File: config.mk
export PLATFORM = sky130hd
export DESIGN_NAME = serial_tx
export DESIGN_NICKNAME = d
export VERILOG_FILES = /design/src/rtl/serial_tx.sv
export SDC_FILE = /design/constraint.sdc
export NUM_CORES = 1
export LEC_CHECK = 0
export ABC_AREA = 1
export CORE_AREA = 5 5 60 62
export DETAILED_ROUTE_END_ITERATION = 12
export DIE_AREA = 0 0 65 67
export PLACE_DENSITY_LB_ADDON = 0.2
export SLEW_MARGIN = 15
export SYNTH_ARGS = -nofsm -noshare
export SYNTH_HDL_FRONTEND = slang
export SYNTH_SLANG_ARGS = --single-unit
export TNS_END_PERCENT = 20
File: constraint.sdc
create_clock -name clk -period 1.8 [get_ports clk]
set_input_delay 0.54 -clock clk [delete_from_list [all_inputs] [get_ports clk]]
set_output_delay 0.54 -clock clk [all_outputs]
set_load 0.03 [all_outputs]
File: src/rtl/serial_tx.sv
// serial_tx: parallel-in, serial-out framed transmitter.
//
// Accepts one WIDTH-bit word through a valid/ready handshake and sends it on
// a single line as a frame: start bit (0), data LSB first, optional even
// parity, stop bit (1). Each bit is held on the line for DIV clock cycles.
// ready_out is high in IDLE and in the last cycle of STOP, so back-to-back
// words go out with no idle gap between frames.
//
// Optional feature: define SERIAL_TX_PARITY_EN to insert an even-parity bit
// between the last data bit and the stop bit.
//
// Parameters:
//   WIDTH     data bits per frame (1..32)
//   DIV       clock cycles per serial bit (1..256)
//
// Ports:
//   clk        sole clock, rising edge
//   reset      synchronous, active-high reset
//   data_in    word to transmit, sampled on the accept edge only
//   valid_in   data_in holds a word to send
//   ready_out  block can accept a word this cycle
//   s          serial line, idles high
//   frame      high while start/data/parity/stop bits are on s
//   busy       high from the accept edge until frame end

module serial_tx #(
  parameter int unsigned WIDTH = 8,
  parameter int unsigned DIV   = 1
) (
  input  logic             clk,
  input  logic             reset,
  input  logic [WIDTH-1:0] data_in,
  input  logic             valid_in,
  output logic             ready_out,
  output logic             s,
  output logic             frame,
  output logic             busy
);

  localparam int unsigned BitW = $clog2(WIDTH + 1);
  localparam int unsigned DivW = (DIV > 1) ? $clog2(DIV) : 1;

  localparam logic [BitW-1:0] BitLast = BitW'(WIDTH - 1);
  localparam logic [DivW-1:0] DivLast = DivW'(DIV - 1);

  typedef enum logic [2:0] {
    StIdle   = 3'd0,
    StStart  = 3'd1,
    StData   = 3'd2,
`ifdef SERIAL_TX_PARITY_EN
    StParity = 3'd3,
`endif
    StStop   = 3'd4
  } state_e;

  state_e           state_q, state_d;
  logic [WIDTH-1:0] shreg_q, shreg_d;
  logic [BitW-1:0]  bit_q,   bit_d;
  logic [DivW-1:0]  div_q,   div_d;
  logic             s_q,     s_d;
  logic             frame_q, frame_d;
  logic             busy_q,  busy_d;
  logic             ready_q, ready_d;

`ifdef SERIAL_TX_PARITY_EN
  logic             par_q,   par_d;
`endif

  logic accept;
  logic bit_end;

  assign accept  = valid_in & ready_q;
  assign bit_end = (div_q == DivLast);

  // Next-state: state, shift register, bit and divider counters.
  always_comb begin
    state_d = state_q;
    shreg_d = shreg_q;
    bit_d   = bit_q;
    div_d   = div_q;
`ifdef SERIAL_TX_PARITY_EN
    par_d   = par_q;
`endif

    case (state_q)
      StIdle: begin
        div_d = '0;
        if (accept) begin
          state_d = StStart;
          shreg_d = data_in;
          bit_d   = '0;
`ifdef SERIAL_TX_PARITY_EN
          par_d   = ^data_in;
`endif
        end
      end

      StStart: begin
        if (bit_end) begin
          div_d   = '0;
          state_d = StData;
        end else begin
          div_d = div_q + 1'b1;
        end
      end

      StData: begin
        if (bit_end) begin
          div_d   = '0;
          // Bit 0 of the shift register is always the bit on the line.
          shreg_d = shreg_q >> 1;
          if (bit_q == BitLast) begin
            bit_d = '0;
`ifdef SERIAL_TX_PARITY_EN
            state_d = StParity;
`else
            state_d = StStop;
`endif
          end else begin
            bit_d = bit_q + 1'b1;
          end
        end else begin
          div_d = div_q + 1'b1;
        end
      end

`ifdef SERIAL_TX_PARITY_EN
      StParity: begin
        if (bit_end) begin
          div_d   = '0;
          state_d = StStop;
        end else begin
          div_d = div_q + 1'b1;
        end
      end
`endif

      StStop: begin
        if (bit_end) begin
          div_d = '0;
          // ready_q is high in this cycle, so a waiting word starts at once.
          if (accept) begin
            state_d = StStart;
            shreg_d = data_in;
            bit_d   = '0;
`ifdef SERIAL_TX_PARITY_EN
            par_d   = ^data_in;
`endif
          end else begin
            state_d = StIdle;
          end
        end else begin
          div_d = div_q + 1'b1;
        end
      end

      default: begin
        state_d = StIdle;
        shreg_d = '0;
        bit_d   = '0;
        div_d   = '0;
      end
    endcase
  end

  // Outputs are decoded from the next state so they can be registered and
  // change only on clock edges.
  always_comb begin
    s_d     = 1'b1;
    frame_d = (state_d != StIdle);
    busy_d  = (state_d != StIdle);
    ready_d = (state_d == StIdle) || ((state_d == StStop) && (div_d == DivLast));

    case (state_d)
      StStart:  s_d = 1'b0;
      StData:   s_d = shreg_d[0];
`ifdef SERIAL_TX_PARITY_EN
      StParity: s_d = par_d;
`endif
      default:  s_d = 1'b1;
    endcase
  end

  always_ff @(posedge clk) begin
    if (reset) begin
      state_q <= StIdle;
      shreg_q <= '0;
      bit_q   <= '0;
      div_q   <= '0;
      s_q     <= 1'b1;
      frame_q <= 1'b0;
      busy_q  <= 1'b0;
      ready_q <= 1'b1;
`ifdef SERIAL_TX_PARITY_EN
      par_q   <= 1'b0;
`endif
    end else begin
      state_q <= state_d;
      shreg_q <= shreg_d;
      bit_q   <= bit_d;
      div_q   <= div_d;
      s_q     <= s_d;
      frame_q <= frame_d;
      busy_q  <= busy_d;
      ready_q <= ready_d;
`ifdef SERIAL_TX_PARITY_EN
      par_q   <= par_d;
`endif
    end
  end

  assign s         = s_q;
  assign frame     = frame_q;
  assign busy      = busy_q;
  assign ready_out = ready_q;

endmodule

==> impl_metrics.yaml, run 1 <==
# physical design summary
logic_synthesis:
  synthDominantCellAreaShare: 0.425
  synth_cells: 121
  yosysWarningCount: 0
  mappedNetlistArea_sq_um: 848
  synthAdderAreaFrac: 0.0147
  synth-simple-area-share: 0.363
  yosys_register_bits: 18
detailed_routing:
  highest-signal-layer: "met4"
  post-route-drc-count: 0
  routedLengthMet1_microns: 882
  wl_met3_microns: 117
  vias: 793
hold_path:
  hold_path.startpoint: "shreg_q[3]"
  hold-path-cell-count: 2
grt:
  first_global_vias: 770
critical_path:
  critical_path.cell_chain: "dlygate4sd2_1"
  worst_setup_path_endpoint: "ready_out"
  cp_max_fo: 2
  cp_data_arrival_time_ps: 1020
  critical_r2r_capture: "s"
  critical-path-slowest-cell: "sky130_fd_sc_hd__dlygate4sd2_1"
placement:
  dp_hpwl_microns: 1400
timing:
  clock.fmax_mhz: 641
  relSlewSlack: 0.800
  final.setup.worst_slack_ps: 240
  period_used_share: 0.867
  unrepaired_setup_endpoints_after_global_routing: "false"
final_layout:
  num-nets-final: 151
  layout-drive-gt1-share: 0.0876
  filler_cell_count: 338
floorplanning:
  io_pins: 15
cts:
  tritoncts.num_buffers: 3
  cts_sinks: 18
pwr:
  power_frac_seq: 0.522
run_status:
  status: "completed"
-- run 1: state kept, by name, indices dropped and copies added (netlist names) --
name and cells:
s 1, bit_q 4, busy 1, state_q 3
ready_out 1, shreg_q 8
-- run 1: power groups by stage --
stage               combinational (mW)  clock (mW)  sequential (mW)
finish                           0.214       0.200            0.453
global route                     0.243       0.232            0.459
CTS                              0.218       0.211            0.453
detailed placement               0.227           0            0.463
global placement                 0.227           0            0.462
floorplan                        0.140           0            0.481
-- run 1: layout make-up --
type,count,area [sq um],area share
Sequential cell,18,360,0.349
Clock buffer,3,22.5,0.0218
Multi-Input combinational cell,83,392,0.379
Tap cell,33,41.3,0.0400
Inverter,16,60.1,0.0581
Timing Repair Buffer,17,158,0.153
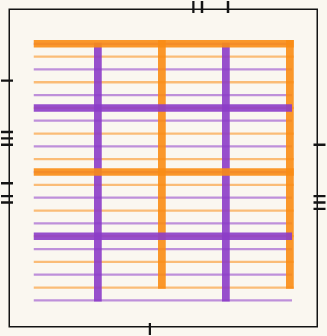
Run 1: supply network
Pins as bars on the die edge.
| net | color |
|---|---|
| VSS | purple |
| VDD | orange |
rows: 20
signal pins: 15
met1 rails: 21
core box area: 2980 sq um
die outline width: 65 microns
maximum VDD drop: 0.287 mV
Die Ht: 67 microns

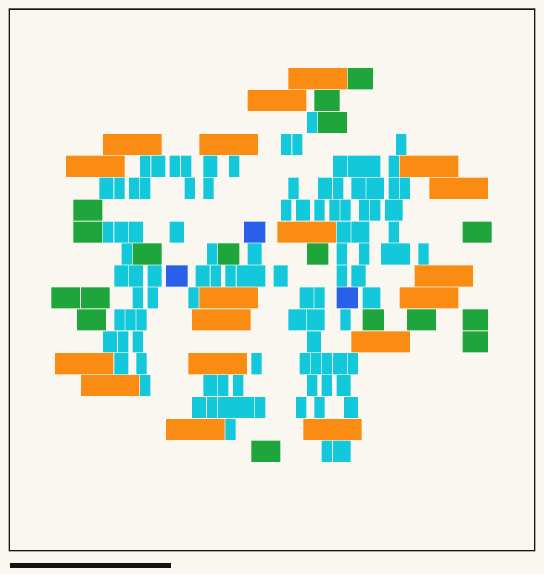
Run 1: cell classes on the final placement
The bar under the picture is 20 microns long.
| class | color | cells |
|---|---|---|
| all other logic | cyan | 99 |
| cells driving clock nets | blue | 3 |
| flops | orange | 18 |
| other buffers and delay cells | green | 17 |
sequential fraction of total cell area: 0.349
Non-Filler Cell Area, Final: 1030 sq um

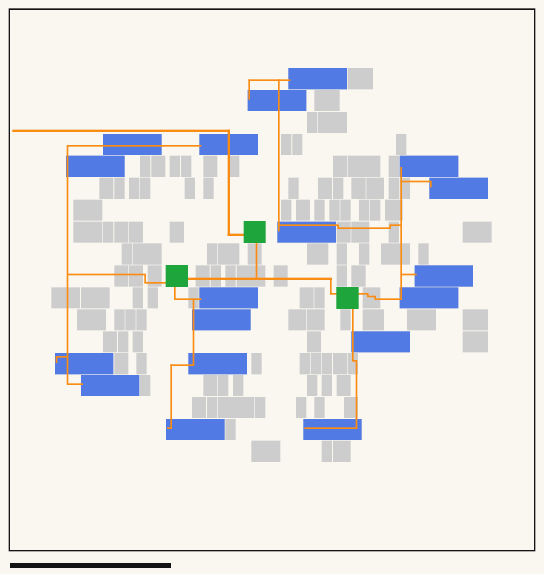
Run 1: clock distribution
The bar under the picture is 20 microns long.
[clock wires] orange | length: 254 microns
[cells driving clock nets] green | count: 3
[flip-flops] blue | count: 18
routed clock nets: 4
Setup Skew: 5.08 ps
Insertion Delay late pin: 290 ps
fraction of power consumed by the clock network: 0.231
P_clk: 0.200 mW

Run 1, wiring by layer:
Two of the layers only.
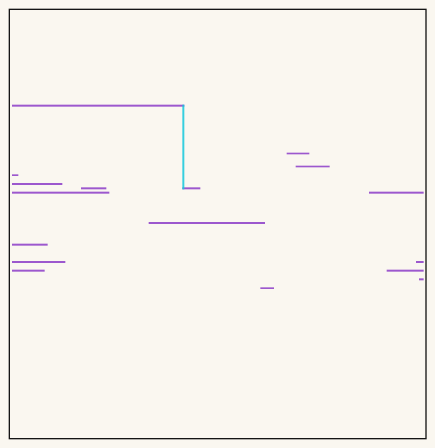

## Run 2: what changed since run 1
--- a/config.mk
+++ b/config.mk
@@ -6,9 +6,9 @@
 export NUM_CORES = 1
 export LEC_CHECK = 0
 export ABC_AREA = 1
-export CORE_AREA = 5 5 60 62
+export CORE_AREA = 5 5 47 79
 export DETAILED_ROUTE_END_ITERATION = 12
-export DIE_AREA = 0 0 65 67
+export DIE_AREA = 0 0 52 84
 export PLACE_DENSITY_LB_ADDON = 0.2
 export SLEW_MARGIN = 15
 export SYNTH_ARGS = -nofsm -noshare
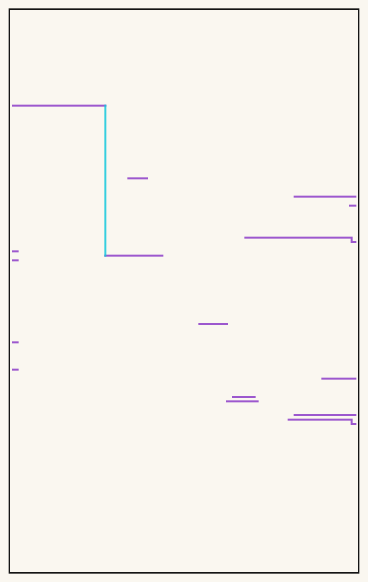
Run 2: wiring by layer
Two of the layers only.
| layer | color | wire length |
|---|---|---|
| met3 | purple | 91.3 microns |
| met4 | cyan | 22.4 microns |
routed length per instance: 10.2 microns
total routing usage reported by global routing: 0.0959
total number of vias: 818
routed wire length: 1850 microns

==> run 2 against run 1 <==
  * Fmax is 11% lower
  * Sequential share of layout area is 1.6 points lower
  * Flip-flop count stayed put
  * Critical path depth stayed put
  * Routed wire length is 0.16% lower
  * Synthesized cell count stayed put
  * Worst setup slack worse by 190 ps
  * Critical endpoint is now s
  * Largest cell class unchanged
  * Largest power group unchanged
==> impl_metrics.yaml, run 2 <==
# physical design summary
logic_synthesis:
  synthAdderAreaFrac: 0.0147
  mappedNetlistArea_sq_um: 848
  synth_cells: 121
  yosysWarningCount: 0
  yosys_register_bits: 18
  synthDominantCellAreaShare: 0.425
pwr:
  fraction_of_power_consumed_by_the_clock_network: 0.286
  pg_seq_mw: 0.454
  power_frac_seq: 0.475
critical_path:
  critical_r2r_capture: "shreg_q[5]"
timing:
  unrepaired_setup_endpoints_after_global_routing: "false"
  timing.clock.skew_ps: 0.994
  period_used_share: 0.973
  relSlewSlack: 0.782
run_status:
  status: "completed"
final_layout:
  final_design_area_no_fill_sq_um: 1080
  final-seq-area_sq_um: 360
  largest_reg_flops: 8
  layout-drive-gt1-share: 0.0942
  filler_cell_count: 333
floorplanning:
  dieWidth_microns: 52
  core_area_sq_um: 3070
  io_pins: 15
detailed_routing:
  post-route-drc-count: 0
hold_path:
  hold_path.startpoint: "shreg_q[4]"
  hold-path-cell-count: 2
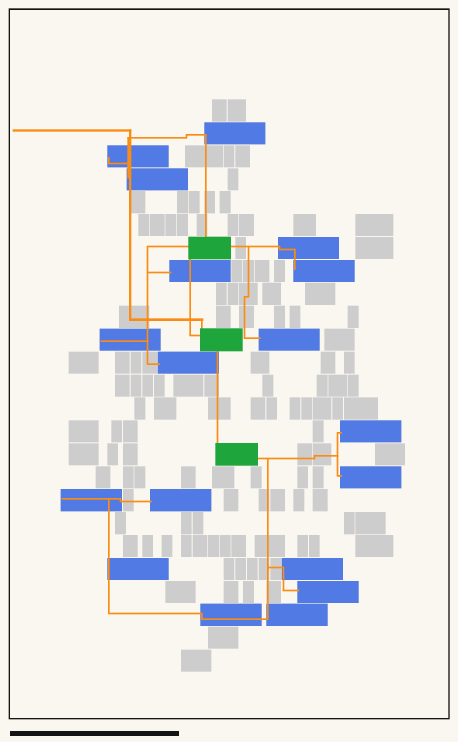
Run 2: clock distribution
The bar under the picture is 20 microns long.
[flip-flops] blue | count: 18
[cells driving clock nets] green | count: 3
[clock wires] orange | length: 251 microns
routed clock nets: 4
Insertion Delay late pin: 250 ps
P_clk: 0.273 mW

## run 2: cell counts after synthesis
No cell type changed its count.
## run 2: worst max-delay path by stage
stage          startpoint   endpoint  depth (start not counted)
6_report                s          s                          1
5_1_grt                 s          s                          1
4_1_cts         ready_out  ready_out                          1
3_5_place_dp     valid_in   bit_q[3]                          6
3_3_place_gp     valid_in   bit_q[3]                          6
2_1_floorplan    valid_in          s                          6
## run 2: area by class of cell
cell class                      count  area share
Sequential cell                    18       0.332
Inverter                           16      0.0554
Tap cell                           43      0.0496
Clock buffer                        3      0.0381
Multi-Input combinational cell     83       0.361
Timing Repair Buffer               18       0.164
## run 2: kinds of logic after synthesis
kind of cell | Yosys count
simple gates | 68
fa+ha+maj | 1
flops | 18
buf+inv | 20
compound gates | 14
Power and IR drop assume default switching activity.
